**config.mk**
```make
export PLATFORM = sky130hd
export DESIGN_NAME = pipe_ctrl
export DESIGN_NICKNAME = d
export VERILOG_FILES = /design/src/rtl/pipe_ctrl_pkg.sv /design/src/rtl/pipe_ctrl_fwd.sv /design/src/rtl/pipe_ctrl.sv
export SDC_FILE = /design/constraint.sdc
export NUM_CORES = 1
export LEC_CHECK = 0
export CAP_MARGIN = 10
export CORE_MARGIN = 4
export CORE_UTILIZATION = 50
export CTS_CLUSTER_DIAMETER = 30
export CTS_CLUSTER_SIZE = 12
export DETAILED_ROUTE_END_ITERATION = 16
export PLACE_DENSITY = 0.87
export SYNTH_ARGS = -nofsm -noshare
export SYNTH_HDL_FRONTEND = slang
export SYNTH_HIERARCHICAL = 1
export SYNTH_SLANG_ARGS = --single-unit
```
**constraint.sdc**
```tcl
create_clock -name clk -period 4.2 [get_ports clk]
set_input_delay 0.84 -clock clk [delete_from_list [all_inputs] [get_ports clk]]
set_output_delay 0.84 -clock clk [all_outputs]
set_load 0.03 [all_outputs]
```
**src/rtl/pipe_ctrl_pkg.sv**
```systemverilog
// ============================================================================
// Module   : pipe_ctrl_pkg
// Purpose  : Shared state encoding, forward-select constants and control
//            bundle for the pipeline controller, DBUFF and datapath muxes.
// Revision : 1.0 - initial release
// ============================================================================
`default_nettype none

package pipe_ctrl_pkg;

  localparam logic [1:0] ST_RUN     = 2'd0;
  localparam logic [1:0] ST_MEMWAIT = 2'd1;
  localparam logic [1:0] ST_REDIR   = 2'd2;

  localparam logic [1:0] FWD_RF  = 2'd0;
  localparam logic [1:0] FWD_EX  = 2'd1;
  localparam logic [1:0] FWD_MEM = 2'd2;

  localparam logic [15:0] CNT_MAX = 16'hFFFF;

  typedef struct packed {
    logic pc_we;
    logic fbuff_stall;
    logic fbuff_flush;
    logic dbuff_stall;
    logic dbuff_flush;
  } ctrl_t;

  // Priority resolution used by RUN and by MEMWAIT once memory is ready.
  function automatic ctrl_t run_ctrl(input logic mem_busy, input logic br_taken,
                                     input logic hazard);
    ctrl_t c;
    c = '{pc_we: 1'b1, default: 1'b0};
    if (mem_busy) begin
      c.pc_we       = 1'b0;
      c.fbuff_stall = 1'b1;
      c.dbuff_stall = 1'b1;
    end else if (br_taken) begin
      c.fbuff_flush = 1'b1;
      c.dbuff_flush = 1'b1;
    end else if (hazard) begin
      c.pc_we       = 1'b0;
      c.fbuff_stall = 1'b1;
      c.dbuff_flush = 1'b1;
    end
    return c;
  endfunction

  function automatic logic [1:0] run_next(input logic mem_busy, input logic br_taken);
    if (mem_busy) return ST_MEMWAIT;
    if (br_taken) return ST_REDIR;
    return ST_RUN;
  endfunction

endpackage

`default_nettype wire

```
**src/rtl/pipe_ctrl_fwd.sv**
```systemverilog
// ============================================================================
// Module   : pipe_fwd_unit
// Purpose  : Forward-source select for one decode operand; EX beats MEM.
// Revision : 1.0 - initial release
// ============================================================================
`default_nettype none

module pipe_fwd_unit
  import pipe_ctrl_pkg::*;
(
  input  logic [3:0] i_src,
  input  logic       i_used,
  input  logic [3:0] i_ex_dst,
  input  logic       i_ex_regwr,
  input  logic       i_ex_is_lw,
  input  logic [3:0] i_mem_dst,
  input  logic       i_mem_regwr,
  output logic [1:0] o_sel
);

  logic w_ex_hit;
  logic w_mem_hit;

  // A load in EX has no result yet; that case is covered by the load-use stall.
  assign w_ex_hit  = i_ex_regwr & ~i_ex_is_lw & (i_ex_dst == i_src);
  assign w_mem_hit = i_mem_regwr & (i_mem_dst == i_src);

  always_comb begin
    o_sel = FWD_RF;
    if (i_used) begin
      if (w_ex_hit)       o_sel = FWD_EX;
      else if (w_mem_hit) o_sel = FWD_MEM;
    end
  end

endmodule

`default_nettype wire

```
**src/rtl/pipe_ctrl.sv**
```systemverilog
// ============================================================================
// Module   : pipe_ctrl
// Purpose  : Pipeline hazard controller: stall/flush FSM, forwarding selects
//            and saturating stall/flush performance counters.
// Revision : 1.0 - initial release
// ============================================================================
`default_nettype none

module pipe_ctrl
  import pipe_ctrl_pkg::*;
(
  input  logic        clk,
  input  logic        rst_n,
  input  logic [3:0]  dec_src1,
  input  logic [3:0]  dec_src2,
  input  logic        dec_src1_used,
  input  logic        dec_src2_used,
  input  logic [3:0]  ex_dst,
  input  logic        ex_regwr,
  input  logic        ex_is_lw,
  input  logic [3:0]  mem_dst,
  input  logic        mem_regwr,
  input  logic        br_taken,
  input  logic        mem_busy,
  output logic        pc_we,
  output logic        fbuff_stall,
  output logic        fbuff_flush,
  output logic        dbuff_stall,
  output logic        dbuff_flush,
  output logic [1:0]  fwd1_sel,
  output logic [1:0]  fwd2_sel,
  output logic [1:0]  state,
  output logic [15:0] stall_cnt,
  output logic [15:0] flush_cnt
);

  logic [1:0]  r_state;
  logic [1:0]  w_next_state;
  logic        w_hazard;
  ctrl_t       w_ctrl;
  logic [15:0] r_stall_cnt;
  logic [15:0] r_flush_cnt;

  assign w_hazard = ex_is_lw & ex_regwr &
                    ((dec_src1_used & (dec_src1 == ex_dst)) |
                     (dec_src2_used & (dec_src2 == ex_dst)));

  always_ff @(posedge clk or negedge rst_n) begin
    if (!rst_n) r_state <= ST_RUN;
    else        r_state <= w_next_state;
  end

  always_comb begin
    w_next_state = ST_RUN;
    case (r_state)
      ST_RUN, ST_MEMWAIT: w_next_state = run_next(mem_busy, br_taken);
      ST_REDIR:           w_next_state = mem_busy ? ST_MEMWAIT : ST_RUN;
      default:            w_next_state = ST_RUN;
    endcase
  end

  // REDIR keeps squashing the fetch buffer while the new-target fetch lands.
  always_comb begin
    w_ctrl = run_ctrl(mem_busy, br_taken, w_hazard);
    if (r_state == ST_REDIR) begin
      w_ctrl             = '{default: 1'b0};
      w_ctrl.fbuff_flush = 1'b1;
      w_ctrl.pc_we       = ~mem_busy;
      w_ctrl.dbuff_stall = mem_busy;
    end
  end

  always_ff @(posedge clk or negedge rst_n) begin
    if (!rst_n) begin
      r_stall_cnt <= 16'd0;
      r_flush_cnt <= 16'd0;
    end else begin
      if (!w_ctrl.pc_we && (r_stall_cnt != CNT_MAX))
        r_stall_cnt <= r_stall_cnt + 16'd1;
      if ((w_ctrl.fbuff_flush || w_ctrl.dbuff_flush) && (r_flush_cnt != CNT_MAX))
        r_flush_cnt <= r_flush_cnt + 16'd1;
    end
  end

  pipe_fwd_unit u_fwd1 (
    .i_src       (dec_src1),
    .i_used      (dec_src1_used),
    .i_ex_dst    (ex_dst),
    .i_ex_regwr  (ex_regwr),
    .i_ex_is_lw  (ex_is_lw),
    .i_mem_dst   (mem_dst),
    .i_mem_regwr (mem_regwr),
    .o_sel       (fwd1_sel)
  );

  pipe_fwd_unit u_fwd2 (
    .i_src       (dec_src2),
    .i_used      (dec_src2_used),
    .i_ex_dst    (ex_dst),
    .i_ex_regwr  (ex_regwr),
    .i_ex_is_lw  (ex_is_lw),
    .i_mem_dst   (mem_dst),
    .i_mem_regwr (mem_regwr),
    .o_sel       (fwd2_sel)
  );

  assign pc_we       = w_ctrl.pc_we;
  assign fbuff_stall = w_ctrl.fbuff_stall;
  assign fbuff_flush = w_ctrl.fbuff_flush;
  assign dbuff_stall = w_ctrl.dbuff_stall;
  assign dbuff_flush = w_ctrl.dbuff_flush;
  assign state       = r_state;
  assign stall_cnt   = r_stall_cnt;
  assign flush_cnt   = r_flush_cnt;

endmodule

`default_nettype wire

```
==> run_1/cell_density.png <==
Scale: 4 px per um. 7 x 7 tiles, from dark blue (low) to red (high), 0 to 100% covered.
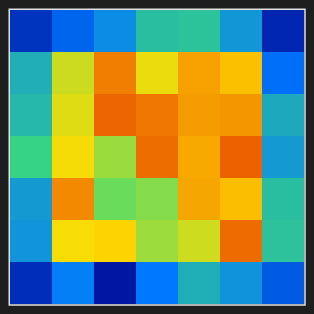
The densest ninth of the die: center. The mean over all tiles is 54%. The fullest tile reaches 89%. 31% of the tiles are over 75% full.
Layout Utilization: 72.78%
Core Area: 4086 um^2
Floorplan Utilization: 52.63%

==> run_1/io_fan.png <==
Scale: 4 px per um.
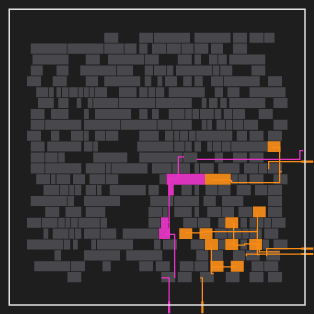
Key: dec_src2 = orange [direction input, end cells 12, buffers 4, wire 135 um]; mem_busy = magenta [direction input, end cells 4, buffers 2, wire 73.5 um]
port buffer count: 67
I/O pin total: 68

==> out/metrics.yaml, run 1 <==
status: "finished clean"
p_seq_mw: 0.494
tns_ns: 0
antenna_found_initial: 0
whs_endpoint: "state[1]"
tool_warnings: 26
topCombFamilyByArea: "simple AND/OR/NAND/NOR gates"
cts_sinks: 34
first_pass_iters: 4
regToRegSetupSlack_ns: 1.96
ant_nets: 0
wirelength_um: 4814
rsz0062_at_grt: "no"
grt_pass1_wl_um: 8073
wl_per_cell_um: 14.59
p_clk_mw: 0.305
critPathLaunch: "ex_dst[1]"
reg2regPathDepth: 6
fp_nets: 235
pre_cts_ws_ns: 0.2978
hold_violations: 0
nNetsFinal: 307
power.internal_mw: 0.8148
worstSetupPathType: "in2out"
end_kind: "output port"
fmax_mhz: 255.8
vias: 1816
worst_pin_slew_ns: 0.5095
wl_met2_um: 2289
post_synth.cell_area_avg_um2: 10.34
ys_sh_mux_pct: 4.712
yosys.area_share.adder_pct: 1.163
die_height_um: 73.59
drc: 0
synthXorXnorAreaFrac_pct: 17.10
numCtsBuffers: 5
topCellsByArea: "dfrtp_1, xnor2_1, xor2_1"
grt_overflow: 0
synth-main-ff-cell: "dfrtp_1"
cts_tree: "yes"
diodes: 0
finalClockSkew_ns: 0.006969
critPathLaunchType: "primary input"
power_frac_comb_pct: 39.1
dp_cells: 323
grt_usage_pct: 18.96
compound_area_share_pct: 6.457
crit_top_cell: "clkdlybuf4s50_1"
ctsLongestPathBuffers: 2
cts_max_level: 2
dieArea_um2: 5415
fin_crit_sh_pct: 93.09
ys_seq_share_pct: 39.56
drive_gt1_share_pct: 9.286
clk_pin_slew_ns: 0.07
synth_cell_types: 38
finalInstanceArea_um2: 2974
leakagePower_nw: 1.166
r2r-start: "flush_cnt[0]"
yosys_warnings: 6
worstPathCellList: "clkdlybuf4s50_1, xor2_1, nor4_2, a221oi_4, clkdlybuf4s50_1"
holdCritStartpoint: "state[1]"
path_depth: 5
crit_path_end: "pc_we"
clockPowerShare_pct: 23.3
die_w_um: 73.59
areaGrowthSynthToFinish_pct: 38.28
relSlewSlack_pct: 66.03
setup_viol: 0
edf_count: 0
fin_total_pwr_mw: 1.313
use_met2_pct: 30.51
insertion_delay_ns: 0.28
numSynthFlops: 34
cts.repair.resized: 0
drv_slew: 0
finalHoldWorstSlack_ns: 0.4724
cp.arrival_ns: 3.07
postPlaceCellArea_um2: 2861
drv_cap: 0
r2r_end: "flush_cnt[1]"
==> run_1/placement.png <==
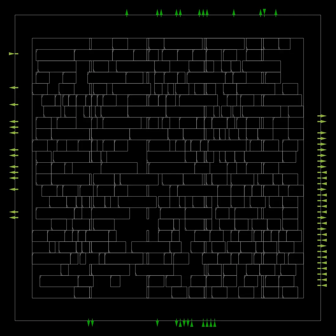
# rows: 23
Layout Cells excl Fill: 330

==> run_1/sizes.png <==
Scale: 4 px per um.
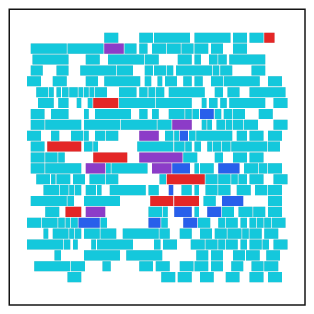
Key: _6 and larger = purple [cells 7, most used clkbuf_8]; _3 and _4 cells = red [cells 8, most used nor4b_4]; _0 and _1 cells = cyan [cells 254, most used clkdlybuf4s50_1]; _2 cells = blue [cells 11]
Non-clk bufs: 68
fin worst setup slack: 0.2903 ns

## run 1: area by class of cell
cell class	instances	area (um^2)	share of cell area [%]
timing repair buffer	68	678.2	22.80
sequential	34	850.8	28.61
inverter	1	3.754	0.1262
clock buffer	6	82.58	2.777
multi-input combinational	170	1266	42.57
tap	50	62.56	2.103
clock inverter	1	30.03	1.010
## run 1: placed cells by master, fill, tap and decap left out, drive strengths merged, types with 2 or more instances in the layout
cell type,n
and2,3
nand3,21
mux2,9
nor4,5
clkbuf,6
ha,2
xor2,21
dfrtp,34
nand2,17
o21a,2
nor2,13
o21ai,3
nor3,14
and3,5
a21oi,4
a31oi,3
nand2b,2
nor4b,5
clkdlybuf4s50,67
nand4,8
nor3b,4
xnor2,21
## run 1: registers in the layout, indices dropped and copies added (netlist names)
name,flops
stall_cnt,16
flush_cnt,16
state,2
==> run_1/layer_met1.png <==
Scale: 8 px per um. Supply wires on this layer in gray. Cells faint in the background.
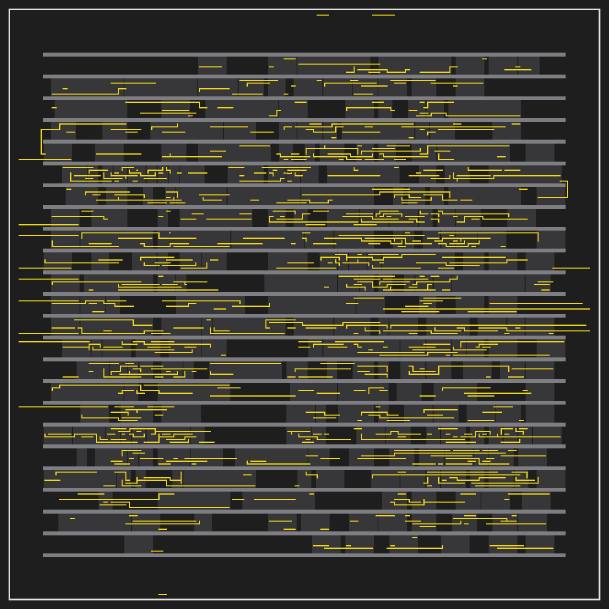

--- run 2 (diff from run 1) ---
--- a/config.mk
+++ b/config.mk
@@ -5,13 +5,15 @@
 export SDC_FILE = /design/constraint.sdc
 export NUM_CORES = 1
 export LEC_CHECK = 0
-export CAP_MARGIN = 10
+export CELL_PAD_IN_SITES_DETAIL_PLACEMENT = 1
+export CELL_PAD_IN_SITES_GLOBAL_PLACEMENT = 1
 export CORE_MARGIN = 4
-export CORE_UTILIZATION = 50
+export CORE_UTILIZATION = 38
 export CTS_CLUSTER_DIAMETER = 30
 export CTS_CLUSTER_SIZE = 12
 export DETAILED_ROUTE_END_ITERATION = 16
-export PLACE_DENSITY = 0.87
+export HOLD_SLACK_MARGIN = 0.15
+export PLACE_DENSITY = 0.88
 export SYNTH_ARGS = -nofsm -noshare
 export SYNTH_HDL_FRONTEND = slang
 export SYNTH_HIERARCHICAL = 1
==> run_2/layer_met1.png <==
Scale: 6 px per um. Supply wires on this layer in gray. Cells faint in the background.
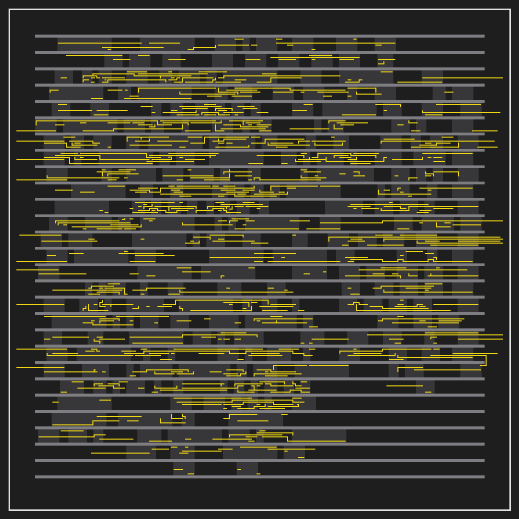
277 nets have wire on it. The wires run mostly horizontal. The layer holds 44% of the routed length. The layer carries 2700 um of wire. The longest straight run is 28.5 um.
Post-Route WL: 6126 um
GR Util met1: 23.03%
via count: 1891

==> run 2 against run 1 <==
  * Via count is 4.1% higher
  * Sequential cell count stayed put
  * Critical path type unchanged
  * Global-route usage hardly changed
  * Final cell count is 6.7% higher
  * Routed wire length is 27% higher
  * Synthesized cell count stayed put
  * First-iteration DRC count is 68% lower
  * Fmax is 0.99% lower
==> out/metrics.yaml, run 2 <==
finalHoldWorstSlack_ns: 0.4908  # +0.01842 ns
drv_slew: 0  # unchanged
die_w_um: 83.24  # +13%
top_cell: "dfrtp_1"
wl_per_cell_um: 17.40  # +19%
setup_viol: 0  # unchanged
yosys_area_um2: 2151
crit_top_cell: "clkdlybuf4s50_1"
numSynthFlops: 34  # unchanged
ys_seq_share_pct: 39.56  # unchanged
cts_sinks: 34  # unchanged
ctsLongestPathBuffers: 2  # unchanged
cp.arrival_ns: 3.11  # +0.04 ns
first_pass_iters: 4  # unchanged
cts_tree: "yes"
topCombFamilyByArea: "simple AND/OR/NAND/NOR gates"
seq_area_um2: 850.8  # unchanged
numCtsBuffers: 5  # unchanged
worstSetupPathType: "in2out"
post-route-util_pct: 53.85  # -19 points
grt_usage_pct: 18.96  # about the same
drv_cap: 0  # unchanged
postPlaceCellArea_um2: 2889  # +0.96%
antenna_found_initial: 0  # unchanged
whs_endpoint: "state[1]"
areaGrowthSynthToFinish_pct: 37.87
synth_cell_types: 38  # unchanged
fmax_mhz: 253.2  # -0.99%
worstPathCellList: "clkdlybuf4s50_1, xor2_1, nor3_2, a221oi_4, clkdlybuf4s50_1"
r2r-start: "flush_cnt[0]"
end_kind: "output port"
yosys.area.top_type: "dfrtp_1"
clk_pin_slew_ns: 0.07  # about the same
diodes: 0  # unchanged
path_depth: 5  # unchanged
ant_nets: 0  # unchanged
rsz0062_at_grt: "no"
critPathLaunchType: "primary input"
yosys.area_share.adder_pct: 1.163  # unchanged
top_cell_area_share_pct: 39.56
fin_crit_sh_pct: 94.02  # +0.93 points
layout_top_cell: "clkdlybuf4s50_1"
grt_overflow: 0  # unchanged
cts.repair.resized: 0  # unchanged
relSlewSlack_pct: 66.23  # +0.20 points
compound_area_share_pct: 6.457  # unchanged
tns_ns: 0  # unchanged
portBuffers: 67  # unchanged
status: "finished clean"
holdCritStartpoint: "state[1]"
dieArea_um2: 6928  # +28%
worst_path_largest_cell_delay_ns: 0.77
die_height_um: 83.24  # +13%
fin_total_pwr_mw: 1.257  # -4.3%
wl_met2_um: 3050  # +33%
cts_max_level: 2  # unchanged
fp-utilization_pct: 39.06  # -14 points
vdd_drop_max_v: 0.0003412
layout.cells.non_filler: 352  # +6.7%
ioPinCount: 68  # unchanged
placement_rows: 27  # +17%
fp_nets: 235  # unchanged
topCellsByArea: "dfrtp_1, xnor2_1, xor2_1"
yosys_warnings: 6  # unchanged
synth-main-ff-cell: "dfrtp_1"
worst_pin_slew_ns: 0.5054  # -0.004116 ns
synthXorXnorAreaFrac_pct: 17.10  # unchanged
tool_warnings: 26  # unchanged
finalClockSkew_ns: 0.008442  # +0.001473 ns
drc: 0  # unchanged
comb_area_um2: 1266  # unchanged
use_met2_pct: 32.73  # +2.2 points
leakagePower_nw: 1.147  # -1.6%
pre_cts_ws_ns: 0.2716  # -0.02619 ns
ys_sh_mux_pct: 4.712  # unchanged
nNetsFinal: 307  # unchanged
crit_path_end: "pc_we"
grt_pass1_wl_um: 10640  # +32%
dp_cells: 345  # +6.8%
setup_slack_ns: 0.2511  # -0.03917 ns
core_um2: 5507  # +35%
drive_gt1_share_pct: 8.571  # -0.71 points
post_synth.cell_area_avg_um2: 10.34  # unchanged
r2r_end: "flush_cnt[1]"
reg2regPathDepth: 6  # unchanged
hold_violations: 0  # unchanged
critPathLaunch: "ex_dst[3]"
insertion_delay_ns: 0.29  # about the same
edf_count: 0  # unchanged
==> run_2/io_fan.png <==
Scale: 4 px per um.
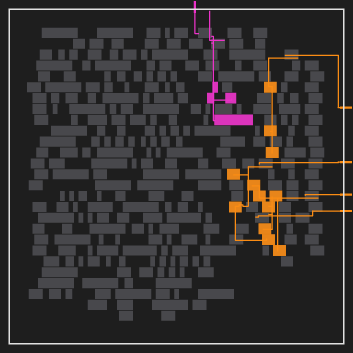
Key: mem_busy = magenta [direction input, end cells 4, buffers 2, wire 45.3 um]; dec_src2 = orange [direction input, end cells 12, buffers 4, wire 198 um]

## run 2: cell types whose count changed in the layout (fill, tap and decap cells not counted), sizes merged
| cell | previous run | this run |
|---|---|---|
| bufinv | 1 | 0 |
| clkbuf | 6 | 7 |
## run 2: layout make-up
cell class                      count  share of cell area (%)
Tap cell                           72                   3.038
Multi-Input combinational cell    170                   42.70
Inverter                            1                  0.1266
Clock buffer                        7                   2.574
Sequential cell                    34                   28.69
Timing Repair Buffer               68                   22.87
## run 2: power by group
part           leakage (nW)  switching, mW  internal (mW)  total (mW)
clock network        0.0383          0.119          0.114       0.233
registers             0.433          0.106          0.398       0.504
logic                 0.675          0.293          0.226       0.520
total                  1.15          0.518          0.739        1.26
No activity file was given, so power comes from the tool's default toggle rates.
